### src/rtl/m_wbuart_ctrl.sv
// Wishbone-slave 8N1 UART: programmable baud divisor, 1-deep TX holding register and
// 1-deep RX buffer, level interrupt for RX-ready / TX-holding-empty.
module m_wbuart_ctrl #(
  parameter int unsigned DIVWIDTH   = 16,
  parameter int unsigned DEFAULTDIV = 104
) (
  input  logic        CLK_I,
  input  logic        RST_I_n,
  input  logic        STB_I,
  input  logic        WE_I,
  input  logic [3:0]  SEL_I,
  input  logic [1:0]  ADR_I,
  input  logic [31:0] DAT_I,
  output logic [31:0] DAT_O,
  output logic        ACK_O,
  input  logic        usartRX,
  output logic        usartTX,
  output logic        irq
);

  typedef enum logic [1:0] {StIdle, StStart, StData, StStop} state_e;

  localparam logic [DIVWIDTH-1:0] MinPer = DIVWIDTH'(4);
  localparam logic [DIVWIDTH-1:0] One    = DIVWIDTH'(1);

  // Bus decode
  logic wr_data, wr_stat_lo, wr_stat_hi, wr_div, rd_data;

  assign ACK_O      = STB_I;
  assign wr_data    = STB_I & WE_I & (ADR_I == 2'd0) & SEL_I[0];
  assign wr_stat_lo = STB_I & WE_I & (ADR_I == 2'd1) & SEL_I[0];
  assign wr_stat_hi = STB_I & WE_I & (ADR_I == 2'd1) & SEL_I[1];
  assign wr_div     = STB_I & WE_I & (ADR_I == 2'd2);
  assign rd_data    = STB_I & ~WE_I & (ADR_I == 2'd0);

  logic unused_bits;
  assign unused_bits = ^{SEL_I[3:2], DAT_I};

  // Control registers
  logic [DIVWIDTH-1:0] div_q, per, half, div_wmask;
  logic                rxie_q, txie_q;

  // Divisors below 4 would leave no room for the mid-bit RX sample.
  assign per  = (div_q < MinPer) ? MinPer : div_q;
  assign half = per >> 1;

  always_comb begin
    div_wmask = '0;
    for (int i = 0; i < DIVWIDTH; i++) begin
      if (i < 8) begin
        div_wmask[i] = SEL_I[0];
      end else if (i < 16) begin
        div_wmask[i] = SEL_I[1];
      end
    end
  end

  // TX path
  state_e              tx_state_q;
  logic [DIVWIDTH-1:0] tx_cnt_q;
  logic [2:0]          tx_bit_q;
  logic [7:0]          tx_shift_q, thr_q;
  logic                txfull_q, tx_load, thr_accept, tx_tick, txbusy;

  assign tx_tick    = (tx_cnt_q == '0);
  // Holding register drains from IDLE or straight out of a finished stop bit.
  assign tx_load    = txfull_q & ((tx_state_q == StIdle) | ((tx_state_q == StStop) & tx_tick));
  assign thr_accept = wr_data & (~txfull_q | tx_load);
  assign txbusy     = (tx_state_q != StIdle) | txfull_q;

  always_ff @(posedge CLK_I) begin
    if (!RST_I_n) begin
      tx_state_q <= StIdle;
      tx_cnt_q   <= '0;
      tx_bit_q   <= '0;
      tx_shift_q <= '0;
      thr_q      <= '0;
      txfull_q   <= 1'b0;
      usartTX    <= 1'b1;
    end else begin
      if (thr_accept) begin
        thr_q    <= DAT_I[7:0];
        txfull_q <= 1'b1;
      end else if (tx_load) begin
        txfull_q <= 1'b0;
      end

      if (tx_load) begin
        tx_shift_q <= thr_q;
        tx_state_q <= StStart;
        tx_cnt_q   <= per - One;
        usartTX    <= 1'b0;
      end else begin
        case (tx_state_q)
          StIdle: usartTX <= 1'b1;
          StStart: begin
            if (tx_tick) begin
              tx_state_q <= StData;
              tx_cnt_q   <= per - One;
              tx_bit_q   <= '0;
              usartTX    <= tx_shift_q[0];
              tx_shift_q <= tx_shift_q >> 1;
            end else begin
              tx_cnt_q <= tx_cnt_q - One;
            end
          end
          StData: begin
            if (tx_tick) begin
              tx_cnt_q <= per - One;
              if (tx_bit_q == 3'd7) begin
                tx_state_q <= StStop;
                usartTX    <= 1'b1;
              end else begin
                tx_bit_q   <= tx_bit_q + 3'd1;
                usartTX    <= tx_shift_q[0];
                tx_shift_q <= tx_shift_q >> 1;
              end
            end else begin
              tx_cnt_q <= tx_cnt_q - One;
            end
          end
          StStop: begin
            if (tx_tick) begin
              tx_state_q <= StIdle;
            end else begin
              tx_cnt_q <= tx_cnt_q - One;
            end
          end
          default: tx_state_q <= StIdle;
        endcase
      end
    end
  end

  // RX path
  state_e              rx_state_q;
  logic [DIVWIDTH-1:0] rx_cnt_q;
  logic [2:0]          rx_bit_q;
  logic [7:0]          rx_shift_q, rxdata_q;
  logic                rx_s1_q, rx_s2_q, rx_d_q, rx_tick;
  logic                rxvalid_q, overrun_q, frameerr_q;

  assign rx_tick = (rx_cnt_q == '0);

  always_ff @(posedge CLK_I) begin
    if (!RST_I_n) begin
      rx_s1_q    <= 1'b1;
      rx_s2_q    <= 1'b1;
      rx_d_q     <= 1'b1;
      rx_state_q <= StIdle;
      rx_cnt_q   <= '0;
      rx_bit_q   <= '0;
      rx_shift_q <= '0;
      rxdata_q   <= '0;
      rxvalid_q  <= 1'b0;
      overrun_q  <= 1'b0;
      frameerr_q <= 1'b0;
    end else begin
      rx_s1_q <= usartRX;
      rx_s2_q <= rx_s1_q;
      rx_d_q  <= rx_s2_q;

      if (rd_data) rxvalid_q <= 1'b0;
      if (wr_stat_lo && DAT_I[3]) overrun_q <= 1'b0;
      if (wr_stat_lo && DAT_I[4]) frameerr_q <= 1'b0;

      // Flag updates below come later, so a set beats a same-cycle clear.
      case (rx_state_q)
        StIdle: begin
          if (rx_d_q && !rx_s2_q) begin
            rx_state_q <= StStart;
            rx_cnt_q   <= half - One;
          end
        end
        StStart: begin
          if (rx_tick) begin
            if (rx_s2_q) begin
              rx_state_q <= StIdle;
            end else begin
              rx_state_q <= StData;
              rx_cnt_q   <= per - One;
              rx_bit_q   <= '0;
            end
          end else begin
            rx_cnt_q <= rx_cnt_q - One;
          end
        end
        StData: begin
          if (rx_tick) begin
            rx_shift_q <= {rx_s2_q, rx_shift_q[7:1]};
            rx_bit_q   <= rx_bit_q + 3'd1;
            rx_cnt_q   <= per - One;
            if (rx_bit_q == 3'd7) rx_state_q <= StStop;
          end else begin
            rx_cnt_q <= rx_cnt_q - One;
          end
        end
        StStop: begin
          if (rx_tick) begin
            rx_state_q <= StIdle;
            if (!rx_s2_q) begin
              frameerr_q <= 1'b1;
            end else if (rxvalid_q) begin
              overrun_q <= 1'b1;
            end else begin
              rxdata_q  <= rx_shift_q;
              rxvalid_q <= 1'b1;
            end
          end else begin
            rx_cnt_q <= rx_cnt_q - One;
          end
        end
        default: rx_state_q <= StIdle;
      endcase
    end
  end

  always_ff @(posedge CLK_I) begin
    if (!RST_I_n) begin
      div_q  <= DIVWIDTH'(DEFAULTDIV);
      rxie_q <= 1'b0;
      txie_q <= 1'b0;
      irq    <= 1'b0;
    end else begin
      if (wr_div) div_q <= (div_q & ~div_wmask) | (DAT_I[DIVWIDTH-1:0] & div_wmask);
      if (wr_stat_hi) begin
        rxie_q <= DAT_I[8];
        txie_q <= DAT_I[9];
      end
      irq <= (rxie_q & rxvalid_q) | (txie_q & ~txfull_q);
    end
  end

  logic [31:0] status;
  assign status = {22'd0, txie_q, rxie_q, 3'd0, frameerr_q, overrun_q, rxvalid_q, txfull_q, txbusy};

  always_comb begin
    DAT_O = '0;
    if (STB_I) begin
      case (ADR_I)
        2'd0:    DAT_O = {24'd0, rxdata_q};
        2'd1:    DAT_O = status;
        2'd2:    DAT_O = 32'(div_q);
        default: DAT_O = '0;
      endcase
    end
  end

endmodule

### config.mk
export PLATFORM = sky130hd
export DESIGN_NAME = m_wbuart_ctrl
export DESIGN_NICKNAME = d
export VERILOG_FILES = /design/src/rtl/m_wbuart_ctrl.sv
export SDC_FILE = /design/constraint.sdc
export NUM_CORES = 1
export LEC_CHECK = 0
export CAP_MARGIN = 20
export CORE_ASPECT_RATIO = 0.75
export CORE_MARGIN = 8
export CORE_UTILIZATION = 55
export CTS_BUF_LIST = sky130_fd_sc_hd__clkbuf_8
export DETAILED_ROUTE_END_ITERATION = 6
export MAX_ROUTING_LAYER = met4
export PLACE_DENSITY = 0.79
export SYNTH_ARGS = -nofsm -noshare
export SYNTH_HDL_FRONTEND = slang
export SYNTH_SLANG_ARGS = --single-unit
### constraint.sdc
create_clock -name CLK_I -period 10.4 [get_ports CLK_I]
set_clock_uncertainty 0.15 [all_clocks]
set_input_delay 1.56 -clock CLK_I [delete_from_list [all_inputs] [get_ports CLK_I]]
set_output_delay 1.56 -clock CLK_I [all_outputs]
set_load 0.01 [all_outputs]
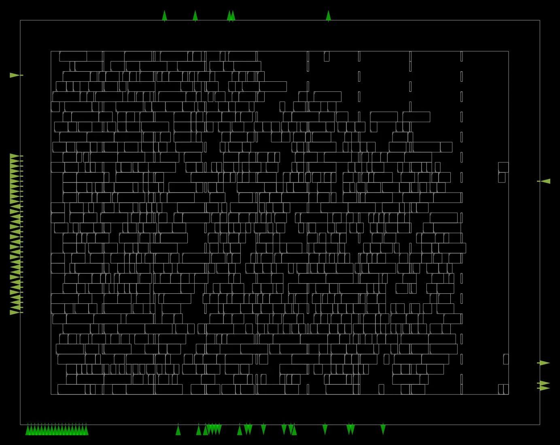
Figure 1: run 1, cell outlines without signal wires.
end-of-flow core utilization: 60.2%
tap cells: 144
Cell Count, Final, Fillers Out: 943
total core area: 11400 sq um

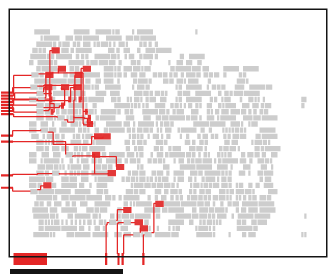
Figure 2: run 1, I/O nets highlighted.
The bar under the picture is 50 microns long.
Red shows DAT_I, direction input, edge 20 south, 12 west, end cells 28, buffers 16, wire 591 microns.
total of buffers placed on input and output ports: 43
IO Pins: 78

==> flow_results.org, run 1 <==
#+TITLE: Synthesis and PnR summary

** Die
- Per the OpenROAD floorplan log, the width of the die is 140 microns.
- The vertical die dimension reported for this design is 109 microns.
- After floorplanning, the core was divided into 34 placement rows.
- Core Density at Floorplan :: 55.6%
- According to the floorplan report, the total die area is around 15000 sq um.

** Yosys
- Of all flip-flops after synthesis, the portion carrying an async set or reset was 0%.
- Post-Synthesis Cell Area :: approximately 6300 sq um
- In the Yosys stats the netlist draws on 72 distinct library cells.
- Ranked by total cell area, the synthesized netlist is headed by sky130_fd_sc_hd__dfxtp_1, sky130_fd_sc_hd__mux2i_1, sky130_fd_sc_hd__nand2_1.
- In this run, synthesis inferred 0 flip-flops with an integrated enable.
- Yosys Chip Area :: 6340 sq um
- Synthesis Warnings :: 0

** Route
- First-pass detailed-route iteration total :: 5
- The first routing iteration left 585 violations.
- Vias per cell :: between 6 and 7
- The script parses the final routing iteration and logs DRC violations as 0.

** Setup path
- WP data arrival :: between 4 and 5 ns
- The timing report gives the worst reg2reg path a setup slack of 6.14 ns.
- Critical path start-end classification :: in2out
- Crit path capture :: DAT_O[8]
- Slowest library cell on the worst path :: sky130_fd_sc_hd__clkdlybuf4s50_1
- By instance count, the cell type seen most on the critical path is sky130_fd_sc_hd__clkdlybuf4s50_1.
- Length in cells of the worst reg-to-reg path :: 11
- On the critical path the largest part of the delay comes from buffers and inverters.
- Sort of element at the end of the critical path :: output pin
- Counting both buffers and inverters, the worst setup path holds a total of 2.
- Worst setup SP type :: input pin

** Finish
- Area growth, synth to finish :: 8.29%
- Most frequent standard cell in the layout excluding fill and tap cells :: sky130_fd_sc_hd__dfxtp_1

** Worst hold path
- The worst hold path belongs to the class reg2reg.

** Power and ir drop
- Leak pwr :: around 2.8 nW
- Power density of the placed cells :: about 230 nW/um^2
- The power report attributes to the sequential group a share of 29.5%.
- Switching power :: 0.000759 W

** Final timing
- Crit path setup slack, layout :: 4.61 ns
- Maximum clock frequency :: 173 MHz
- Setup repair after global routing missed its margin :: no
- After routing, the total negative slack on setup checks comes to 0 ns.
- Final clock period utilization by the worst path :: 55.7%
- The transition time recorded at the tightest slew-check pin is approximately 1.0 ns.

** Job
- The number of maximum-capacitance violations recorded for the run is 0.

** Global route
- Entering global routing, the biggest net connects ~110 pins.
- Number of antenna violations at the first check in global routing :: 0
- Vias in the first global route :: 5494
- After global routing the overflow that remains totals 0.

** Clocking
- In this run the clock root is driven by a sky130_fd_sc_hd__clkbuf_8.
- The number of hold buffers added after CTS was 0.

** Place
- At the end of routability-driven placement, the weighted congestion stood at 0.904.

** Run status
- The run finished with clean final reports.
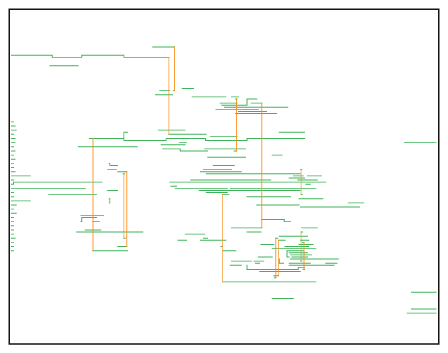
Figure 3: run 1, metal layers overlaid.
Two of the layers only.
Orange shows M4, wire length 259 microns. Green shows M3, wire length 1150 microns.
post-DR wirelength/cell: 17.6 microns
total global routing track utilization: 22.2%
total vias in the final route: 5877
detailed-route wire length: 16.6 mm

[run 1: synth_stat cells (15+ instances only)]
cell and count:
sky130_fd_sc_hd__a21boi_0 23, sky130_fd_sc_hd__a21oi_1 39, sky130_fd_sc_hd__buf_4 18, sky130_fd_sc_hd__clkbuf_1 42, sky130_fd_sc_hd__dfxtp_1 101, sky130_fd_sc_hd__ha_1 20
sky130_fd_sc_hd__inv_1 20, sky130_fd_sc_hd__mux2i_1 49, sky130_fd_sc_hd__nand2_1 86, sky130_fd_sc_hd__nand3_1 36, sky130_fd_sc_hd__nand4_1 15, sky130_fd_sc_hd__nor2_1 52
sky130_fd_sc_hd__nor2b_1 35, sky130_fd_sc_hd__nor3_1 20, sky130_fd_sc_hd__o21ai_0 40, sky130_fd_sc_hd__xnor2_1 15
[run 1: cells by family after synthesis]
group,count (synthesis),synth area share [%]
AND-OR/OR-AND,195,20.7
XOR/XNOR,27,3.73
adder cells (fa/ha/maj),20,3.95
buffers and inverters,89,6.55
flip-flops,101,31.9
multiplexers,53,8.44
other,1,0.0591
AND/OR/NAND/NOR,306,24.7
[run 1: power groups by stage]
| stage | clock network [W] | registers (W) | logic, W |
|---|---|---|---|
| 2_1_floorplan | 0 | 0.000462 | 0.000715 |
| 3_3_place_gp | 0 | 0.000472 | 0.000831 |
| 3_5_place_dp | 0 | 0.000476 | 0.000852 |
| 4_1_cts | 0.000247 | 0.000467 | 0.000857 |
| 5_1_grt | 0.000264 | 0.000476 | 0.000959 |
| 6_report | 0.000244 | 0.000469 | 0.000878 |
[run 1: worst min path at each step]
stage | startpoint | to | slack [ns] | cells past startpoint
5_1_grt | rx_s1_q | rx_s2_q | 0.30 | 1
6_report | rx_s1_q | rx_s2_q | 0.27 | 1
3_5_place_dp | rx_s1_q | rx_s2_q | 0.25 | 1
2_1_floorplan | rx_s1_q | rx_s2_q | 0.24 | 1
4_1_cts | rx_s1_q | rx_s2_q | 0.28 | 1
3_3_place_gp | rx_s1_q | rx_s2_q | 0.24 | 1
[run 1: metal layers]
layer / global-route usage (%) / up-vias / wire length (microns)
met5: - / - / 0
met4: 5.87 / 0 / 259
met3: 4.51 / 30 / 1150
met2: 34.9 / 247 / 7390
met1: 28.7 / 2782 / 7790
li1: - / 2818 / -
[run 1: final cells by class]
| type | instances | area (sq um) |
|---|---|---|
| clock buffer | 10 | 138 |
| clock inverter | 6 | 51.3 |
| fill | 1000 | 4530 |
| inverter | 20 | 75.1 |
| multi-input combinational | 617 | 3960 |
| sequential | 101 | 2020 |
| tap | 144 | 180 |
| timing repair buffer | 45 | 440 |
[run 1: metrics by stage]
| stage | hold slack (ns) | area (sq um) |
|---|---|---|
| after detailed placement | 0.248 | 6680 |
| after global routing | 0.296 | 6870 |
| after floorplan | 0.236 | 6400 |
| final | 0.273 | 6870 |
| after global placement | 0.245 | 6680 |
| after CTS | 0.277 | 6870 |
Figure 4. Metal 2 (run 1).
The bar under the picture is 50 microns long.
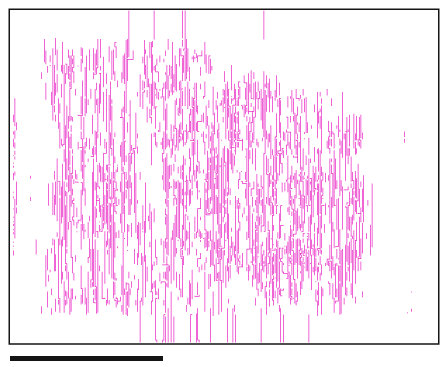

--- run 2 (diff from run 1) ---
==> constraint.sdc (replaced) <==
create_clock -name CLK_I -period 5.39 [get_ports CLK_I]
set_clock_uncertainty 0.15 [all_clocks]
set_input_delay 0.8085 -clock CLK_I [delete_from_list [all_inputs] [get_ports CLK_I]]
set_output_delay 0.8085 -clock CLK_I [all_outputs]
set_load 0.01 [all_outputs]
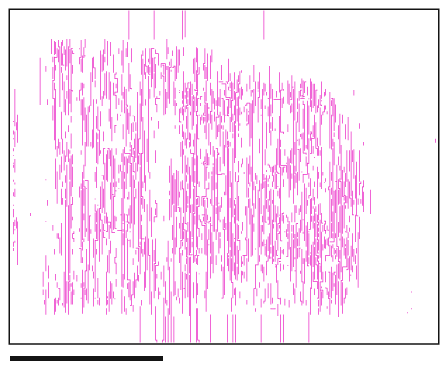
Figure 5: run 2, metal 2.
The bar under the picture is 50 microns long.
691 nets have wire on it. The layer holds 44% of the routed length.
detailed-route wire length: 16.6 mm
GR Util met2: 34.2%
total vias in the final route: 5865

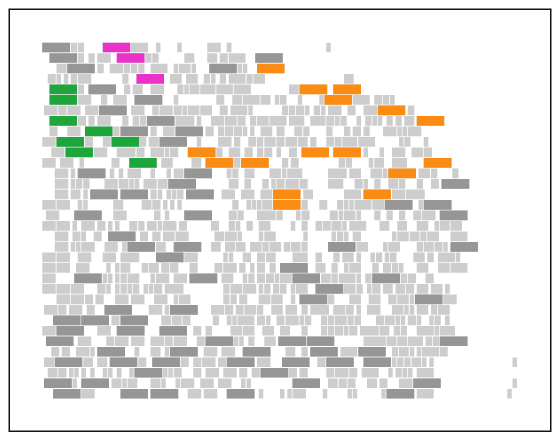
Figure 6: run 2, sequential cells colored by netlist name.
Other sequential cells in the stronger gray, the rest of the logic in the fainter gray.
Magenta shows tx_bit_q, sequential cells 3. Green shows thr_q, sequential cells 8. Orange shows tx_cnt_q, sequential cells 16.
Another 74 sequential cells are not colored.
end-of-flow core utilization: 60.3%
flip-flop and latch area: 2020 sq um
Flop+latch power: 0.000904 W
share of cell area taken by flip-flops and latches: 29.4%

==> flow_results.org, run 2 <==
#+TITLE: Synthesis and PnR summary

** Run status
- The run finished with clean final reports.

** Worst hold path
- According to the hold report, the worst path is of the reg2reg type.
- Hold analysis lists the worst path endpoint as rx_s2_q.

** Clocking
- The report puts the hold buffer count at CTS at 0.

** Final timing
- Min Hold Slack :: 0.276 ns

** Route
- After detailed routing, the average wire length per cell comes to 17.6 microns.
- Using the TritonRoute via totals, the vias-per-cell ratio works out to 6.22.
- DR iter-0 viols :: 694

** Setup path
- The worst setup path is of the in2out kind.
- The worst setup path is captured at an output pin.
- The setup check on the worst reg-to-reg path leaves a slack of 1.16 ns.
- WP data arrival :: 3.31 ns

** Die
- After floorplanning, the die was sized to cover 15300 sq um.
- According to the floorplan report, the die width is 140 microns.
- Std cell rows :: 34

** Global route
- For this run, the total global-route usage over all layers was measured as between 20% and 30%.

** Yosys
- Most frequent cells after synthesis :: sky130_fd_sc_hd__dfxtp_1, sky130_fd_sc_hd__nand2_1, sky130_fd_sc_hd__nor2_1
- The synthesized netlist occupies a cell area of 6340 sq um.
- Per the synth stats, the proportion of register bits with asynchronous set or reset is 0%.
- In the post-synthesis netlist, the cell with the most instances is sky130_fd_sc_hd__dfxtp_1.
- Yosys printed 0 warnings.
- For this run, the chip area from Yosys synthesis comes to between 6000 and 7000 sq um.
- Post-synth EDFFs :: 0

** Finish
- Most frequent standard cell in the layout excluding fill and tap cells :: sky130_fd_sc_hd__dfxtp_1

** Power and ir drop
- Leak pwr :: 2.76 nW
## run 2: cell counts after synthesis
No cell type changed its count.
## run 2: layout make-up
class | instances | area, sq um | share of cell area, %
Sequential cell | 101 | 2020 | 29.4
Inverter | 20 | 75.1 | 1.09
Clock buffer | 9 | 124 | 1.80
Clock inverter | 7 | 68.8 | 1.00
Tap cell | 144 | 180 | 2.62
Multi-Input combinational cell | 617 | 3960 | 57.6
Timing Repair Buffer | 45 | 440 | 6.41
## run 2: metal layers
metal  routed length, microns  track usage, %  vias up
met1                     7610            28.7     2741
met4                      241            6.02        0
met3                     1350            5.21       30
li1                         -               -     2818
met2                     7370            34.2      276
met5                        0               -        -
## run 2: metrics by stage
| stage | area (sq um) | utilization (%) | instances |
|---|---|---|---|
| final | 6870 | 60.3 | 943 |
| after global placement | 6680 | 58.6 | 927 |
| after global routing | 6870 | 60.3 | 943 |
| after CTS | 6870 | 60.3 | 943 |
| after detailed placement | 6680 | 58.6 | 927 |
| after floorplan | 6400 | - | 807 |
## run 2: worst max path at each step
stage	cells past startpoint	slack, ns	startpoint	end
2_1_floorplan	13	2.01	flop	tx_cnt_q[8]
3_3_place_gp	5	1.15	ADR_I[1]	DAT_O[8]
3_5_place_dp	5	1.18	ADR_I[1]	DAT_O[8]
4_1_cts	5	1.18	ADR_I[1]	DAT_O[9]
5_1_grt	11	0.96	flop	tx_cnt_q[14]
6_report	5	1.12	ADR_I[1]	DAT_O[8]
## run 2: power by group through the flow
stage                     clock (W)  sequential [W]  combinational (W)
after global placement            0        0.000912            0.00158
after floorplan                   0        0.000892            0.00138
after detailed placement          0        0.000917            0.00162
final                      0.000482        0.000904            0.00168
after CTS                  0.000485        0.000901            0.00163
after global routing       0.000510        0.000915            0.00183
## run 2: cell families (layout without fill, tap and decap cells)
family                     count (synthesis)  count (layout)  share of synthesized area (%)
and+or+nand+nor                          306             306                           24.7
AOI/OAI and AO/OA                        195             195                           20.7
DFF                                      101             101                           31.9
buffers and inverters                     89              81                           6.55
muxes                                     53              53                           8.44
xor gates and xnor gates                  27              27                           3.73
adders and majority gates                 20              20                           3.95
other                                      1              16                         0.0591
## run 2: critical path, stage by stage
cell and delay [ns]:
sky130_fd_sc_hd__clkdlybuf4s50_1 0.86, sky130_fd_sc_hd__nor2b_1 0.74, sky130_fd_sc_hd__a22oi_1 0.21, sky130_fd_sc_hd__nor2_1 0.12, sky130_fd_sc_hd__clkdlybuf4s50_1 0.57
No activity file was given, so power comes from the tool's default toggle rates.
